metal_stack.png
Drawn at 1.5 px/um. Two of the layers only.
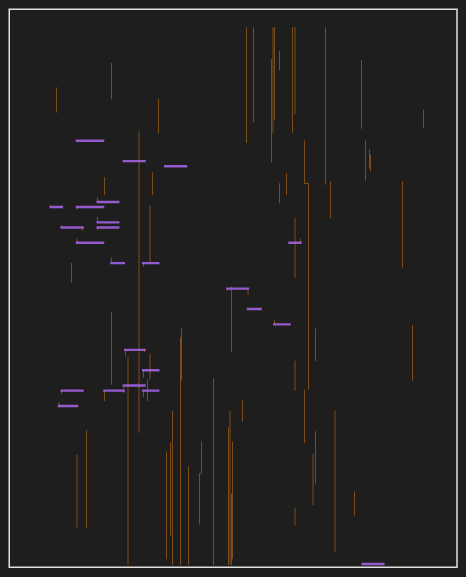
port_nets.png
Drawn at 1 px/um.
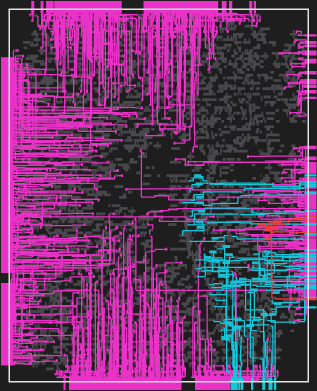
zoom.png
Region (213, 268) to (233, 288) um. Cells in gray, sequential cells in the stronger gray; small squares are vias.
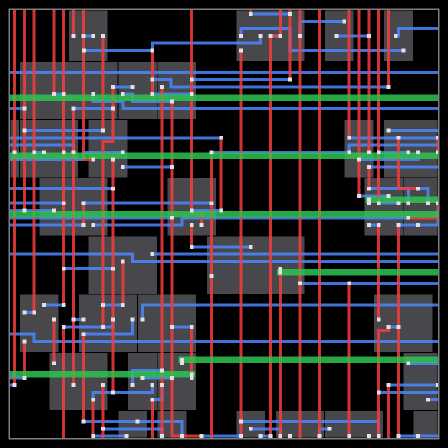
met2.png
Drawn at 1 px/um. Cells faint in the background.
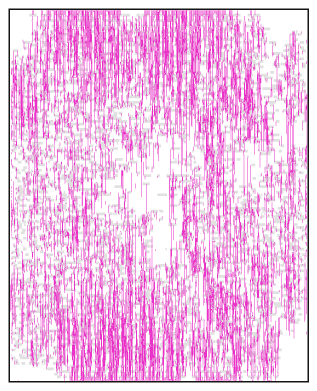
final_clocks.png
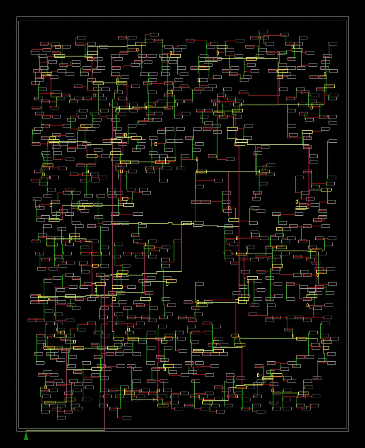
### config.mk
export PLATFORM = sky130hd
export DESIGN_NAME = k_nns_accum_seq
export DESIGN_NICKNAME = d
export VERILOG_FILES = /design/src/rtl/k_nns_accum_seq.sv
export SDC_FILE = /design/constraint.sdc
export NUM_CORES = 2
export LEC_CHECK = 0
export CAP_MARGIN = 10
export CELL_PAD_IN_SITES_DETAIL_PLACEMENT = 0
export CELL_PAD_IN_SITES_GLOBAL_PLACEMENT = 1
export CORE_ASPECT_RATIO = 1.25
export CORE_MARGIN = 1.5
export CORE_UTILIZATION = 30
export DETAILED_ROUTE_END_ITERATION = 12
export GPL_ROUTABILITY_DRIVEN = 0
export HOLD_SLACK_MARGIN = 0.12
export PLACE_DENSITY_LB_ADDON = 0.1
export SLEW_MARGIN = 10
export SYNTH_ARGS = -nofsm -noshare
export SYNTH_HDL_FRONTEND = slang
export SYNTH_SLANG_ARGS = --single-unit
### constraint.sdc
create_clock -name clk -period 4.87 [get_ports clk]
set_input_delay 1.2175 -clock clk [delete_from_list [all_inputs] [get_ports clk]]
set_output_delay 1.2175 -clock clk [all_outputs]
set_load 0.02 [all_outputs]
### src/rtl/k_nns_accum_seq.sv
// Sequential k-NN centroid accumulator: latches K (x,y) neighbours, sums one per cycle.
// Optional KNN_SKIP_EMPTY_EN: all-zero entries are not added or counted.
module k_nns_accum_seq #(
  parameter  int W    = 32,
  parameter  int K    = 10,
  localparam int LOGK = $clog2(K + 1),
  localparam int SW   = W + LOGK
) (
  input  logic              clk,
  input  logic              rst,
  input  logic              start,
  input  logic [2*W*K-1:0]  nn_in,
  output logic              busy,
  output logic              done,
  output logic [SW-1:0]     sum_x,
  output logic [SW-1:0]     sum_y,
  output logic [LOGK-1:0]   count
);

  localparam int IW = (K > 1) ? $clog2(K) : 1;

  typedef enum logic [1:0] {IDLE, ACC, DONE} state_t;

  state_t                  state, state_nxt;
  logic [K-1:0][2*W-1:0]   lst;
  logic [IW-1:0]           idx;
  logic [SW-1:0]           sx, sy;
  logic [LOGK-1:0]         cnt;
  logic [2*W-1:0]          ent;
  logic                    take, last, launch;

  always_comb begin
    ent    = lst[idx];
    last   = (idx == IW'(K - 1));
    launch = start && (state != ACC);
`ifdef KNN_SKIP_EMPTY_EN
    take   = |ent;
`else
    take   = 1'b1;
`endif
  end

  always_comb begin
    state_nxt = state;
    busy      = 1'b0;
    done      = 1'b0;
    case (state)
      IDLE: if (start) state_nxt = ACC;
      ACC: begin
        busy = 1'b1;
        if (last) state_nxt = DONE;
      end
      DONE: begin
        done      = 1'b1;
        state_nxt = start ? ACC : IDLE;
      end
      default: state_nxt = IDLE;
    endcase
  end

  always_ff @(posedge clk) begin
    if (rst) begin
      state <= IDLE;
      lst   <= '0;
      idx   <= '0;
      sx    <= '0;
      sy    <= '0;
      cnt   <= '0;
    end else begin
      state <= state_nxt;
      if (launch) begin
        lst <= nn_in;
        idx <= '0;
        sx  <= '0;
        sy  <= '0;
        cnt <= '0;
      end else if (state == ACC) begin
        // idx may step past K-1 on the last cycle; it is reloaded on the next launch
        idx <= idx + IW'(1);
        if (take) begin
          sx  <= sx + SW'(ent[2*W-1:W]);
          sy  <= sy + SW'(ent[W-1:0]);
          cnt <= cnt + LOGK'(1);
        end
      end
    end
  end

  assign sum_x = sx;
  assign sum_y = sy;
  assign count = cnt;

endmodule
==> flow_summary.json <==
{
  "tightest_slew_ns": 0.9431,
  "track_usage_pct": 23.97,
  "edf_count": 0,
  "crit_chain": "buf_12 > mux4_2 > mux2i_1 > o22ai_1 > ha_1 > nand2_1 > nor2_1 > a221o_1 > or3_4 > a311oi_2 > o21ai_2 > a41oi_2 > o31ai_1 > mux2i_1",
  "warnings": 62,
  "worstHoldPathType": "flop to flop",
  "seq_share_pct": 33.05,
  "relSlewSlack_pct": 37.13,
  "fin_util_pct": 40.87,
  "nonClockBufferCount": 791,
  "dp_hpwl_um": 102200,
  "p_total_mw": 14.85,
  "drc": 0,
  "grt_setup_unrepaired": "no",
  "place_area_mm2": 0.04114,
  "ys_types": 59,
  "clk_share_pct": 5.941,
  "nFlopsAndLatches": 722,
  "fin_ws_ns": 0.2732,
  "slew_violations": 0,
  "drt-pass1-iter-count": 8,
  "clock_power_share_pct": 41.1,
  "timing.rr.start": "idx[0]",
  "crit_required_ns": 5.39,
  "final_cells": 6016,
  "clockRootBuffer": "clkbuf_16",
  "holdPathEnd": "lst[388]",
  "largestClassByArea": "multi-input combinational cells",
  "combPwrFrac_pct": 15.4,
  "regToRegSetupSlack_ns": 0.27,
  "ys.flops": 722,
  "fp_util_pct": 30.35,
  "cp_slowest_cell": "dfxtp_4",
  "clock_path_buffers": 3,
  "ys_top_cells_by_count": "1392 x nand2_1, 740 x a21oi_1, 722 x dfxtp_1",
  "grtUsageMet3_pct": 5.564,
  "status": "completed",
  "switching_share_pct": 27.55,
  "grt_util_met1_pct": 33.24,
  "busiest_layer": "met2",
  "grt_max_degree": 186
}
About metal_stack.png:
Purple stands for met5, wire length 300 um. Orange stands for met4, wire length 3100 um.

About port_nets.png:
Magenta stands for `nn_in`, direction input, edge 218 left, 170 top, 159 bottom, 93 right, end cells 640, buffers 640, wire 36.9 mm. Red stands for `count`, direction output, edge right, end cells 4, buffers 4, wire 266 um. Cyan stands for `sum_x`, direction output, edge 23 right, 13 bottom, end cells 36, buffers 36, wire 3890 um.
I/O pin count: 721
tally of buffers added on design ports: 720

About zoom.png:
Blue stands for met1. Green stands for met3. Red stands for met2.
25 logic cells have their middle in the window. Most frequent: a21oi_1 (3). Sequential cells in the window: 0.

About met2.png:
The longest straight run is 136 um. 4136 nets have wire on it. The wires run mostly vertical. The layer holds 45% of the routed length.
final wirelength: 136800 um
via count: 30117
global routing usage on met2: 36.97%

About final_clocks.png:
CTS Sinks: 722
clkbuf count: 131
Setup Skew: 0.01640 ns
Worst-Skew Late Latency: 0.66 ns

